===== src/rtl/block_state_ctrl_pkg.sv =====
// Shared constants and state encoding for the brick-wall controller.
// blocks_drawer uses the same geometry constants.
package block_state_ctrl_pkg;

    localparam int BLOCKS_PER_ROW = 13;
    localparam int NUM_ROWS       = 16;
    localparam int NUM_BLOCKS     = BLOCKS_PER_ROW * NUM_ROWS;
    localparam int IDX_W          = 8;
    localparam int ROW_W          = $clog2(NUM_ROWS);
    localparam int CNT_W          = $clog2(BLOCKS_PER_ROW + 1);

    typedef enum logic [1:0] {
        ST_IDLE       = 2'd0,
        ST_WAIT_FRAME = 2'd1,
        ST_LOAD       = 2'd2
    } state_t;

    // A hit is live only for an in-range index whose brick is still present.
    function automatic logic brick_live(input logic [NUM_BLOCKS-1:0] bs,
                                        input logic [IDX_W-1:0]      idx);
        logic live;
        live = 1'b0;
        if (idx < IDX_W'(NUM_BLOCKS))
            live = bs[idx];
        return live;
    endfunction

endpackage


===== src/rtl/block_state_ctrl_if.sv =====
// Hit-request handshake between the two collision probes and the controller.
interface block_state_ctrl_if;
    import block_state_ctrl_pkg::*;

    logic             hit_req_a;
    logic             hit_req_b;
    logic [IDX_W-1:0] hit_idx_a;
    logic [IDX_W-1:0] hit_idx_b;
    logic             hit_ack_a;
    logic             hit_ack_b;
    logic             hit_live_a;
    logic             hit_live_b;

    // Game logic side: raises requests, holds index until acked.
    modport master (
        output hit_req_a, hit_req_b, hit_idx_a, hit_idx_b,
        input  hit_ack_a, hit_ack_b, hit_live_a, hit_live_b
    );

    // Controller side.
    modport slave (
        input  hit_req_a, hit_req_b, hit_idx_a, hit_idx_b,
        output hit_ack_a, hit_ack_b, hit_live_a, hit_live_b
    );
endinterface


===== src/rtl/block_state_ctrl_popcount13.sv =====
// Combinational population count of one brick row.
module popcount13
    import block_state_ctrl_pkg::*;
(
    input  logic [BLOCKS_PER_ROW-1:0] bits,
    output logic [CNT_W-1:0]          count
);
    // Sum the set bits of the row mask.
    always_comb begin
        count = '0;
        for (int i = 0; i < BLOCKS_PER_ROW; i++)
            count = count + CNT_W'(bits[i]);
    end
endmodule


===== src/rtl/block_state_ctrl.sv =====
// Brick-wall occupancy owner: frame-aligned level load, two-probe hit
// arbitration with round-robin, bricks-left tracking and level-clear pulse.
module block_state_ctrl
    import block_state_ctrl_pkg::*;
(
    input  logic                      clk,
    input  logic                      nRst,
    input  logic                      new_frame,
    input  logic                      load_level,
    output logic [ROW_W-1:0]          pattern_row,
    input  logic [BLOCKS_PER_ROW-1:0] pattern_bits,
    block_state_ctrl_if.slave         hit,
    output logic [NUM_BLOCKS-1:0]     block_state,
    output logic [IDX_W-1:0]          blocks_left,
    output logic                      level_clear,
    output logic                      busy
);
    state_t                state_q, state_n;
    logic [ROW_W-1:0]      row_q, row_n;
    logic [NUM_BLOCKS-1:0] bs_q, bs_n;
    logic [IDX_W-1:0]      left_q, left_n;
    logic                  ack_a_q, ack_a_n, ack_b_q, ack_b_n;
    logic                  live_a_q, live_a_n, live_b_q, live_b_n;
    logic                  clr_q, clr_n;
    logic                  rr_q, rr_n;     // 0 favours A, 1 favours B

    logic                  elig_a, elig_b, both;
    logic                  grant_a, grant_b, grant_live;
    logic [IDX_W-1:0]      grant_idx;
    logic [CNT_W-1:0]      row_count;

    popcount13 u_popcount (
        .bits  (pattern_bits),
        .count (row_count)
    );

    // State and datapath registers; reset aborts any load or grant.
    always_ff @(posedge clk or negedge nRst) begin
        if (!nRst) begin
            state_q  <= ST_IDLE;
            row_q    <= '0;
            bs_q     <= '0;
            left_q   <= '0;
            ack_a_q  <= 1'b0;
            ack_b_q  <= 1'b0;
            live_a_q <= 1'b0;
            live_b_q <= 1'b0;
            clr_q    <= 1'b0;
            rr_q     <= 1'b0;
        end else begin
            state_q  <= state_n;
            row_q    <= row_n;
            bs_q     <= bs_n;
            left_q   <= left_n;
            ack_a_q  <= ack_a_n;
            ack_b_q  <= ack_b_n;
            live_a_q <= live_a_n;
            live_b_q <= live_b_n;
            clr_q    <= clr_n;
            rr_q     <= rr_n;
        end
    end

    // Arbitration: a port whose ack is showing this cycle is not eligible,
    // so a still-held request cannot be granted twice.
    always_comb begin
        elig_a     = hit.hit_req_a && !ack_a_q && (state_q == ST_IDLE);
        elig_b     = hit.hit_req_b && !ack_b_q && (state_q == ST_IDLE);
        both       = elig_a && elig_b;
        grant_a    = elig_a && (!elig_b || !rr_q);
        grant_b    = elig_b && !grant_a;
        grant_idx  = grant_a ? hit.hit_idx_a : hit.hit_idx_b;
        grant_live = (grant_a || grant_b) && brick_live(bs_q, grant_idx);
    end

    // Next-state and register updates for load sequencing and hits.
    always_comb begin
        state_n  = state_q;
        row_n    = row_q;
        bs_n     = bs_q;
        left_n   = left_q;
        ack_a_n  = 1'b0;
        ack_b_n  = 1'b0;
        live_a_n = 1'b0;
        live_b_n = 1'b0;
        clr_n    = 1'b0;
        rr_n     = rr_q;
        case (state_q)
            ST_IDLE: begin
                ack_a_n  = grant_a;
                ack_b_n  = grant_b;
                live_a_n = grant_a && grant_live;
                live_b_n = grant_b && grant_live;
                if (both)
                    rr_n = grant_a;
                if (grant_live) begin
                    bs_n[grant_idx] = 1'b0;
                    left_n          = left_q - IDX_W'(1);
                    clr_n           = (left_q == IDX_W'(1));
                end
                if (load_level)
                    state_n = ST_WAIT_FRAME;
            end
            ST_WAIT_FRAME: begin
                if (new_frame) begin
                    state_n = ST_LOAD;
                    row_n   = '0;
                    bs_n    = '0;
                    left_n  = '0;
                end
            end
            ST_LOAD: begin
                bs_n[row_q*BLOCKS_PER_ROW +: BLOCKS_PER_ROW] = pattern_bits;
                left_n = left_q + IDX_W'(row_count);
                row_n  = row_q + ROW_W'(1);
                if (row_q == ROW_W'(NUM_ROWS - 1))
                    state_n = ST_IDLE;
            end
            default: state_n = ST_IDLE;
        endcase
    end

    assign pattern_row    = row_q;
    assign block_state    = bs_q;
    assign blocks_left    = left_q;
    assign level_clear    = clr_q;
    assign busy           = (state_q != ST_IDLE);
    assign hit.hit_ack_a  = ack_a_q;
    assign hit.hit_ack_b  = ack_b_q;
    assign hit.hit_live_a = live_a_q;
    assign hit.hit_live_b = live_b_q;

endmodule


===== src/flat_wrapper.sv =====
// flat-port wrapper written by rule: the top's interface ports become plain ports
module block_state_ctrl_flat import block_state_ctrl_pkg::*;
  (clk, nRst, new_frame, load_level, pattern_row, pattern_bits, block_state, blocks_left, level_clear, busy, hit_hit_req_a, hit_hit_req_b, hit_hit_idx_a, hit_hit_idx_b, hit_hit_ack_a, hit_hit_ack_b, hit_hit_live_a, hit_hit_live_b);
  block_state_ctrl_if hit_i ();
  input  logic clk;
  input  logic nRst;
  input  logic new_frame;
  input  logic load_level;
  output logic [ROW_W-1:0] pattern_row;
  input  logic [BLOCKS_PER_ROW-1:0] pattern_bits;
  output logic [NUM_BLOCKS-1:0] block_state;
  output logic [IDX_W-1:0] blocks_left;
  output logic level_clear;
  output logic busy;
  input wire logic [$bits(hit_i.hit_req_a)-1:0] hit_hit_req_a;
  input wire logic [$bits(hit_i.hit_req_b)-1:0] hit_hit_req_b;
  input wire logic [$bits(hit_i.hit_idx_a)-1:0] hit_hit_idx_a;
  input wire logic [$bits(hit_i.hit_idx_b)-1:0] hit_hit_idx_b;
  output wire logic [$bits(hit_i.hit_ack_a)-1:0] hit_hit_ack_a;
  output wire logic [$bits(hit_i.hit_ack_b)-1:0] hit_hit_ack_b;
  output wire logic [$bits(hit_i.hit_live_a)-1:0] hit_hit_live_a;
  output wire logic [$bits(hit_i.hit_live_b)-1:0] hit_hit_live_b;
  assign hit_i.hit_req_a = hit_hit_req_a;
  assign hit_i.hit_req_b = hit_hit_req_b;
  assign hit_i.hit_idx_a = hit_hit_idx_a;
  assign hit_i.hit_idx_b = hit_hit_idx_b;
  assign hit_hit_ack_a = hit_i.hit_ack_a;
  assign hit_hit_ack_b = hit_i.hit_ack_b;
  assign hit_hit_live_a = hit_i.hit_live_a;
  assign hit_hit_live_b = hit_i.hit_live_b;
  block_state_ctrl u_core (.clk(clk), .nRst(nRst), .new_frame(new_frame), .load_level(load_level), .pattern_row(pattern_row), .pattern_bits(pattern_bits), .hit(hit_i), .block_state(block_state), .blocks_left(blocks_left), .level_clear(level_clear), .busy(busy));
endmodule

===== config.mk =====
export PLATFORM = sky130hd
export DESIGN_NAME = block_state_ctrl_flat
export DESIGN_NICKNAME = d
export VERILOG_FILES = /design/src/rtl/block_state_ctrl_pkg.sv /design/src/rtl/block_state_ctrl_if.sv /design/src/rtl/block_state_ctrl_popcount13.sv /design/src/rtl/block_state_ctrl.sv /design/src/flat_wrapper.sv
export SDC_FILE = /design/constraint.sdc
export NUM_CORES = 1
export LEC_CHECK = 0
export CORE_MARGIN = 2
export CORE_UTILIZATION = 33
export CTS_CLUSTER_SIZE = 40
export DETAILED_ROUTE_END_ITERATION = 8
export PLACE_DENSITY_LB_ADDON = 0.3
export SETUP_SLACK_MARGIN = 0.4
export SLEW_MARGIN = 25
export SYNTH_ARGS = -nofsm -noshare
export SYNTH_HDL_FRONTEND = slang
export SYNTH_SLANG_ARGS = --single-unit

===== constraint.sdc =====
create_clock -name clk -period 3.9 [get_ports clk]
set_input_delay 1.17 -clock clk [delete_from_list [all_inputs] [get_ports clk]]
set_output_delay 1.17 -clock clk [all_outputs]
set_load 0.01 [all_outputs]

Run 1, clock wiring as the flow saved it:
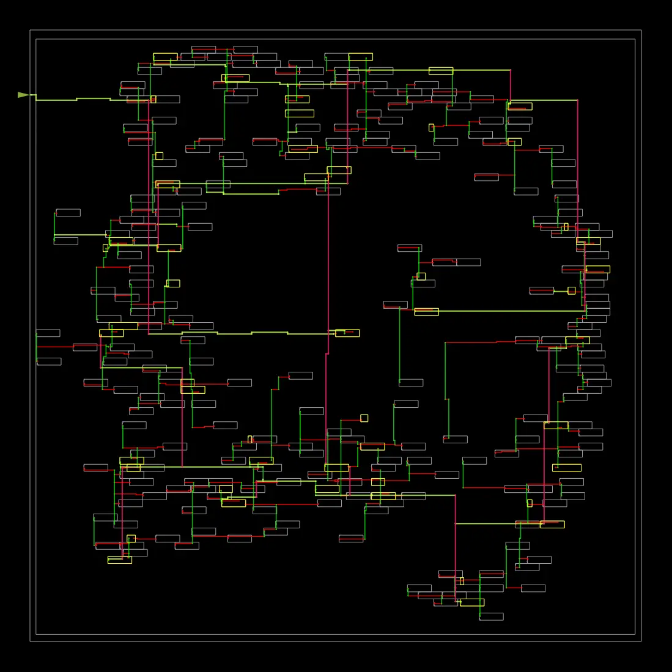
Worst-Skew Late Latency: 0.60 ns
# clk buffers: 39
registers: 228
Clock group: 2940 uW

Run 1, sizing map:
Scale bar: 50 um.
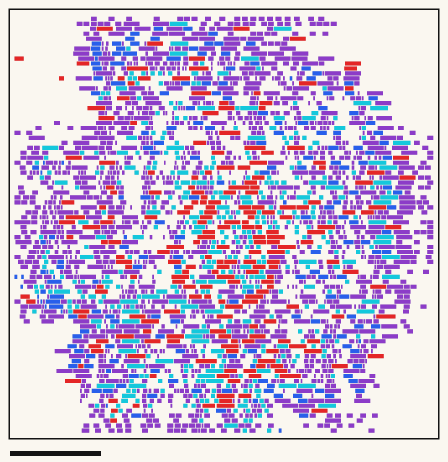
legend:
  red:
    size: _6 and larger
    cells: 214
    share: 8.3%
  blue:
    size: _2 cells
    cells: 196
    share: 7.6%
  cyan:
    size: _3 and _4 cells
    cells: 417
    share: 16%
  purple:
    size: _0 and _1 cells
    cells: 1739
    share: 68%
Setup WS post-layout: -0.505 ns
Non-clk bufs: 723
Final Cell Area: 28900 um2

==> job_summary.md, run 1 <==
## Implementation flow summary

| Metric | Value |
|---|---|
| Status | complete, but fails checks |
| Failing checks | negative setup slack |
| Tap cells | 688 |
| GR Overflow Total | 0 |
| Floorplan net count | approximately 2100 |
| Logic Gate Count | approximately 1500 |
| DP Cell Count | 3072 |
| Leading cell kind | logic gates |
| WP data required | roughly 4.4 ns |
| Period minus WS final | 4.41 ns |
| Log Warnings | 37 |
| RD Place Congestion | a little over 1 |
| Largest net degree at the start of global routing | 74 |
| Area share, top type | about a third |
| Htree depth | 1 |
| DRC viols | 0 |
| Fillers | approximately 4500 |
| #FFs+latches synth | between 200 and 250 |
| Endpoints failing setup | between 200 and 250 |
| Post-route ant nets | 0 |
| Drt via density | approximately 7 |
| Max-cap viol count | 0 |
| Max-slew headroom | 22.8% |
| CTS Buffer Depth | 3 |
| Slowest Stage Delay on Critical Path | around 0.56 ns |
| Pre-Place Util | ~33% |
| Yosys stat area | between 15000 and 20000 um2 |
| CP Cell Sequence | buf_8, fa_1, inv_2, fa_2, fa_2, fa_2, inv_2, ha_4, inv_2, fa_2, inv_2, a21oi_2, o21bai_1, buf_4, xor2_1, nand2_1, a211oi_2, a211o_1 |
| Wire per inst | 33.9 um |
| XORs/XNORs by Area | less than 1% |
| Routed WL | 110 mm |
| Share of layout cells above drive strength 1 | between 30 and 40% |
| Netlist cell types | 69 |
| Setup WS post-layout | -0.505 ns |
| Commonest flop | dfrtp_1 |
| Overall Power | just over 20000 uW |
| Largest area contributor in the netlist | dfrtp_1 |
| Post-Place Setup Slack | -1.61 ns |
| Ant diodes | 2 |
| Syn avg cell area | 8.63 um2 |
| Die Area | roughly 55000 um2 |
| Clock transition at path regs | 0.06 ns |
| Multi-input gate share of the layout cell area | 45.0% |
| Hold_ws | approximately 0.5 ns |
| CTS tree | built |
| Die Y | 235 um |
| Placed inst area | 23900 um2 |
| FF-to-FF Start | u_core.state_q[0]$_DFFE_PN0P_ |
| Crit Path Class | primary input to flop |
| Core area | around 53000 um2 |
| Slowest-stage cell, CP | fa_1 |
| DR vias | approximately 23000 |
| Post-layout util | 55.1% |
| IO Port Bufs | 260 |
| Asr flop ratio synth | 100% |
| Hold Fails Final Rpt | 0 |
| First-pass DRT Iterations | 7 |
| Hold Crit Start | u_core.rr_q$_DFFE_PN0P_ |
| Max reg flops | approximately 210 |
| CTS Sinks | roughly 230 |
| Gate Area | about 13000 um2 |
| Post-synthesis compound-gate area fraction | about two fifths |
| Iteration-0 DRC Markers | slightly above 4000 |
Run 1, zoomed window:
Window x 161 to 191, y 44 to 74 um. Cells in grey, sequential cells in the stronger grey; small squares are vias.
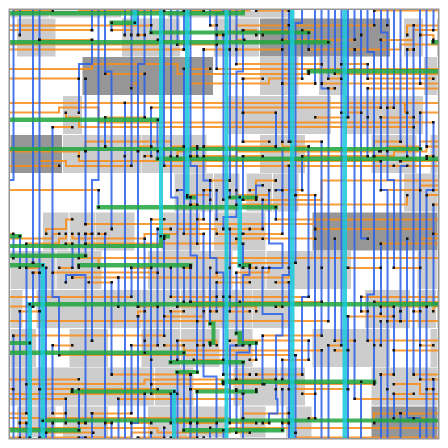
legend:
  cyan:
    layer: metal 4
  green:
    layer: metal 3
  blue:
    layer: metal 2
  orange:
    layer: metal 1
most frequent: buf_4 (9)
sequential cells in the window: 4
cells with their middle in the window: 57
netlist names of flops here include: u_core.block_state (4)

[run 1: cell usage after synthesis, types with 51 or more instances]
library cell    n
or4_1          51
nor3_1         63
o41ai_1       135
dfrtp_1       228
buf_2          60
a21oi_1        91
nand2_1       212
a32o_1        125
a32oi_1       100
nor2_1        137
clkbuf_1      167
o31ai_1        58
inv_1          58
o2bb2ai_1     128
nand3_1        69
[run 1: path summary, 6_finish.rpt]
path                                                       endpoint  slack (ns)  cells after the start
worst max-delay path              u_core.blocks_left[4]$_DFFE_PN0P_       -0.51                     18
worst min-delay path                        u_core.rr_q$_DFFE_PN0P_        0.50                      1
worst max register to register   u_core.block_state[28]$_DFFE_PN0P_       -0.29                     20
worst min register to register              u_core.rr_q$_DFFE_PN0P_        0.50                      1
max in group asynchronous       u_core.block_state[183]$_DFFE_PN0P_        2.47                      2
min in group asynchronous       u_core.block_state[207]$_DFFE_PN0P_        0.51                      1
[run 1: critical path, delay by kind of cell]
kind                       cells  cell delay, ns
adders and majority gates      6            2.46
AOI/OAI and AO/OA              4            0.60
and+or+nand+nor                1            0.09
buffers and inverters          6            0.49
xor gates and xnor gates       1            0.14
[run 1: layer usage]
metal / GRT usage [%] / share of wire, %
met1: 49.4 / 37
met2: 54.1 / 41
met3: 12.2 / 14
met4: 23.1 / 8.0
met5: 0 / 0.037
[run 1: repair_timing]
action | 4_1_cts | 5_1_grt
endpoints found under the setup margin | 219 | 219
hold endpoints to repair | 0 | 0
resized | 293 | 105
buffers inserted | 66 | 20
pin swaps | 80 | 65
cloned | 41 | 3
[run 1: power breakdown]
| group | switching [uW] | internal, uW |
|---|---|---|
| registers | 330 | 2550 |
| logic | 8850 | 5920 |
| clock network | 1200 | 1740 |
| total | 10400 | 10200 |
==> run 1 -> run 2 <==
--- a/config.mk
+++ b/config.mk
@@ -9,6 +9,7 @@
 export CORE_UTILIZATION = 33
 export CTS_CLUSTER_SIZE = 40
 export DETAILED_ROUTE_END_ITERATION = 8
+export GPL_ROUTABILITY_DRIVEN = 0
 export PLACE_DENSITY_LB_ADDON = 0.3
 export SETUP_SLACK_MARGIN = 0.4
 export SLEW_MARGIN = 25
==> run 2 against run 1 <==
  * Power grew 1.4%
  * The flow finishes with violations (design-rule violations, negative setup slack)
  * Sequential share of layout area increased by 0.35 points
  * Global-route usage is 0.85 points lower
  * Highest routed layer is now met4
  * Clock power barely moved
==> job_summary.md, run 2 <==
## Implementation flow summary

| Metric | Value |
|---|---|
| Netlist cell types | about 69 |
| Status | complete, but fails checks |
| DRC viols | 19 |
| Failing checks | design-rule violations, negative setup slack |
| Yosys stat area | about 18000 um2 |
| Drt via density | 7.36 |
| Post-layout util | 54.1% |
| Iteration-0 DRC Markers | around 4300 |
| Floorplan net count | between 2000 and 2500 |
| Final Cell Area | between 20000 and 30000 um2 |
| CP Cell Sequence | buf_8, nand3b_1, nand2_4, inv_8, buf_4, buf_12, buf_6, o41ai_1, o41ai_2, buf_4, a41oi_4, nor4_4, o22ai_2, o21ai_4, buf_6, nand2_8, buf_6, buf_16, buf_12, buf_16, o2bb2ai_4 |
| Top cells by count, synth | 228 x dfrtp_1, 212 x nand2_1, 167 x clkbuf_1, 137 x nor2_1, 135 x o41ai_1 |
| Placed inst area | 23500 um2 |
| Largest net degree at the start of global routing | approximately 95 |
| Period minus WS final | 4.52 ns |
| Syn avg cell area | around 8.6 um2 |
| Grt met2 use | 52.2% |
| Area share, top type | 32.5% |
| Setup WS post-layout | -0.615 ns |
| IO Port Bufs | roughly 260 |
| Critical Path End | u_core.block_state[73]$_DFFE_PN0P_ |
| Die Area | approximately 55000 um2 |
| Met3 Track Usage GR | a little over an eighth |
| Hold Path End | u_core.rr_q$_DFFE_PN0P_ |
| DR vias | about 24000 |
| Wire per inst | between 30 and 40 um |
| Htree depth | 1 |
| Endpoints failing setup | approximately 220 |
| Overall Power | 20900 uW |
| Hold Fails Final Rpt | 0 |
| WP buf/inv | 11 |
| Most frequent cell after synthesis | dfrtp_1 |
| Max-cap viol count | 0 |
| GR Overflow Total | 0 |
| Max reg flops | between 200 and 250 |
| CTS tree | built |
| Crit Path Class | primary input to flop |
| Core area | about 53000 um2 |
| First-pass DRT Iterations | 9 |
| Post-Place Setup Slack | -1.53 ns |
| CTS Buffer Depth | 3 |
| Pre-Place Util | between 30% and 40% |
| #FFs+latches synth | 228 |
| Critical Path Stages | 21 |
| CTS Sinks | 228 |
| Worst-Skew Late Latency | just under 0.6 ns |
| Asr flop ratio synth | 100% |
| Busiest grt layer | met2 |
## run 2: cell families (layout without fill, tap and decap cells)
| logic type | count (synthesis) | in the layout | share of synthesized area [%] |
|---|---|---|---|
| compound gates | 829 | 829 | 39.2 |
| simple gates | 616 | 627 | 16.7 |
| buf+inv | 317 | 796 | 8.04 |
| flops | 228 | 228 | 32.5 |
| fa+ha+maj | 29 | 29 | 2.45 |
| mux | 11 | 11 | 0.947 |
| xor+xnor | 5 | 5 | 0.249 |
| other cells | 0 | 1 | 0 |
## run 2: layout make-up
cell class	count	area [um2]
multi-input combinational	1501	13000
sequential	228	5710
tap	688	861
clock buffer	35	798
timing repair buffer	684	7610
inverter	59	234
clock inverter	18	208
fill	4446	24100
antenna	1	2.50
## run 2: worst register-to-register path, stage by stage, from the launching register on
cell	delay, ns
dfrtp_1	0.39
inv_2	0.08
ha_4	0.15
and3b_2	0.27
nand2_4	0.11
inv_8	0.11
buf_4	0.12
buf_12	0.15
buf_6	0.15
o41ai_1	0.09
o41ai_2	0.47
buf_4	0.20
a41oi_4	0.24
nor4_4	0.39
o22ai_2	0.17
o21ai_4	0.29
buf_6	0.17
nand2_8	0.07
buf_6	0.16
buf_16	0.16
buf_12	0.15
buf_16	0.15
o2bb2ai_4	0.12
## run 2: report_power, final
group          internal, uW  switching [uW]  total, uW
logic                  6020            9050      15100
registers              2550             362       2910
clock network          1720            1190       2910
## run 2: metal layers
layer	routed length, um	vias up
met5	0	-
met4	9880	0
met3	17300	819
met1	38600	11100
li1	-	9174
met2	43700	2516
## run 2: what timing repair did
| item | 4_1_cts | 5_1_grt |
|---|---|---|
| setup buffers | 55 | 27 |
| endpoints found under the hold margin | 0 | 0 |
| resized | 238 | 124 |
| setup endpoints to repair | 219 | 219 |
| gates cloned | 41 | 2 |
| pin swaps | 55 | 71 |
Run 2, zoomed window:
Window x 161 to 191, y 44 to 74 um. Cells in grey, sequential cells in the stronger grey; small squares are vias.
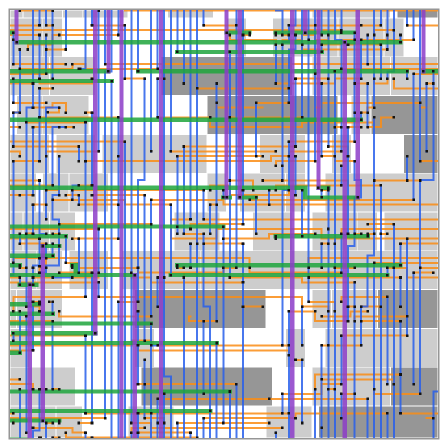
legend:
  orange:
    layer: metal 1
  blue:
    layer: metal 2
  green:
    layer: metal 3
  purple:
    layer: metal 4
cells with their middle in the window: 57
netlist names of flops here include: u_core.block_state (6)
most frequent: nand2_1 (11), a32oi_1 (9), buf_4 (7)
sequential cells in the window: 6

Run 2, clock wiring as the flow saved it:
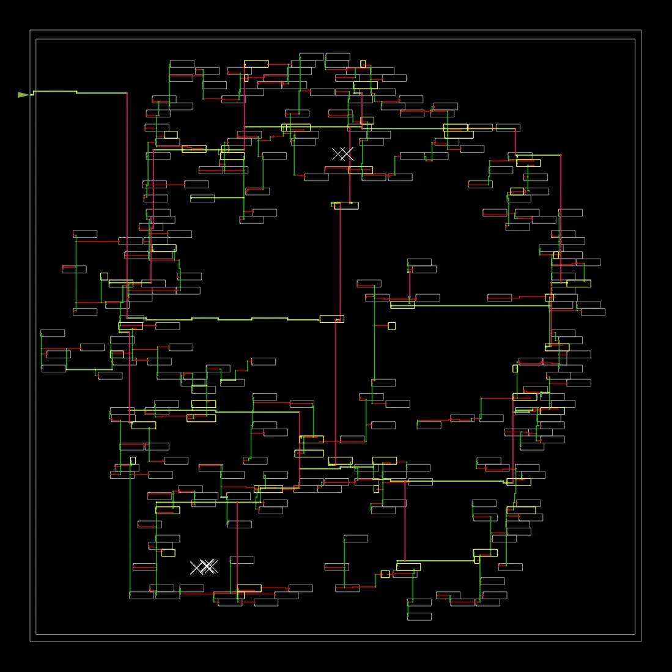
Clock group: 2910 uW
skew final: 0.0104 ns
# clk buffers: 35
Num CTS Buffers: 29

Run 2, clock wires, drivers and flops:
Scale bar: 50 um.
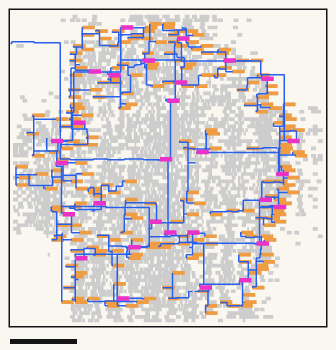
legend:
  blue:
    item: clock wires
    length: 3700 um
  orange:
    item: flip-flops
    count: 228
  magenta:
    item: clock drivers
    count: 29
flops lie: widely spread

Power and IR drop assume default switching activity.
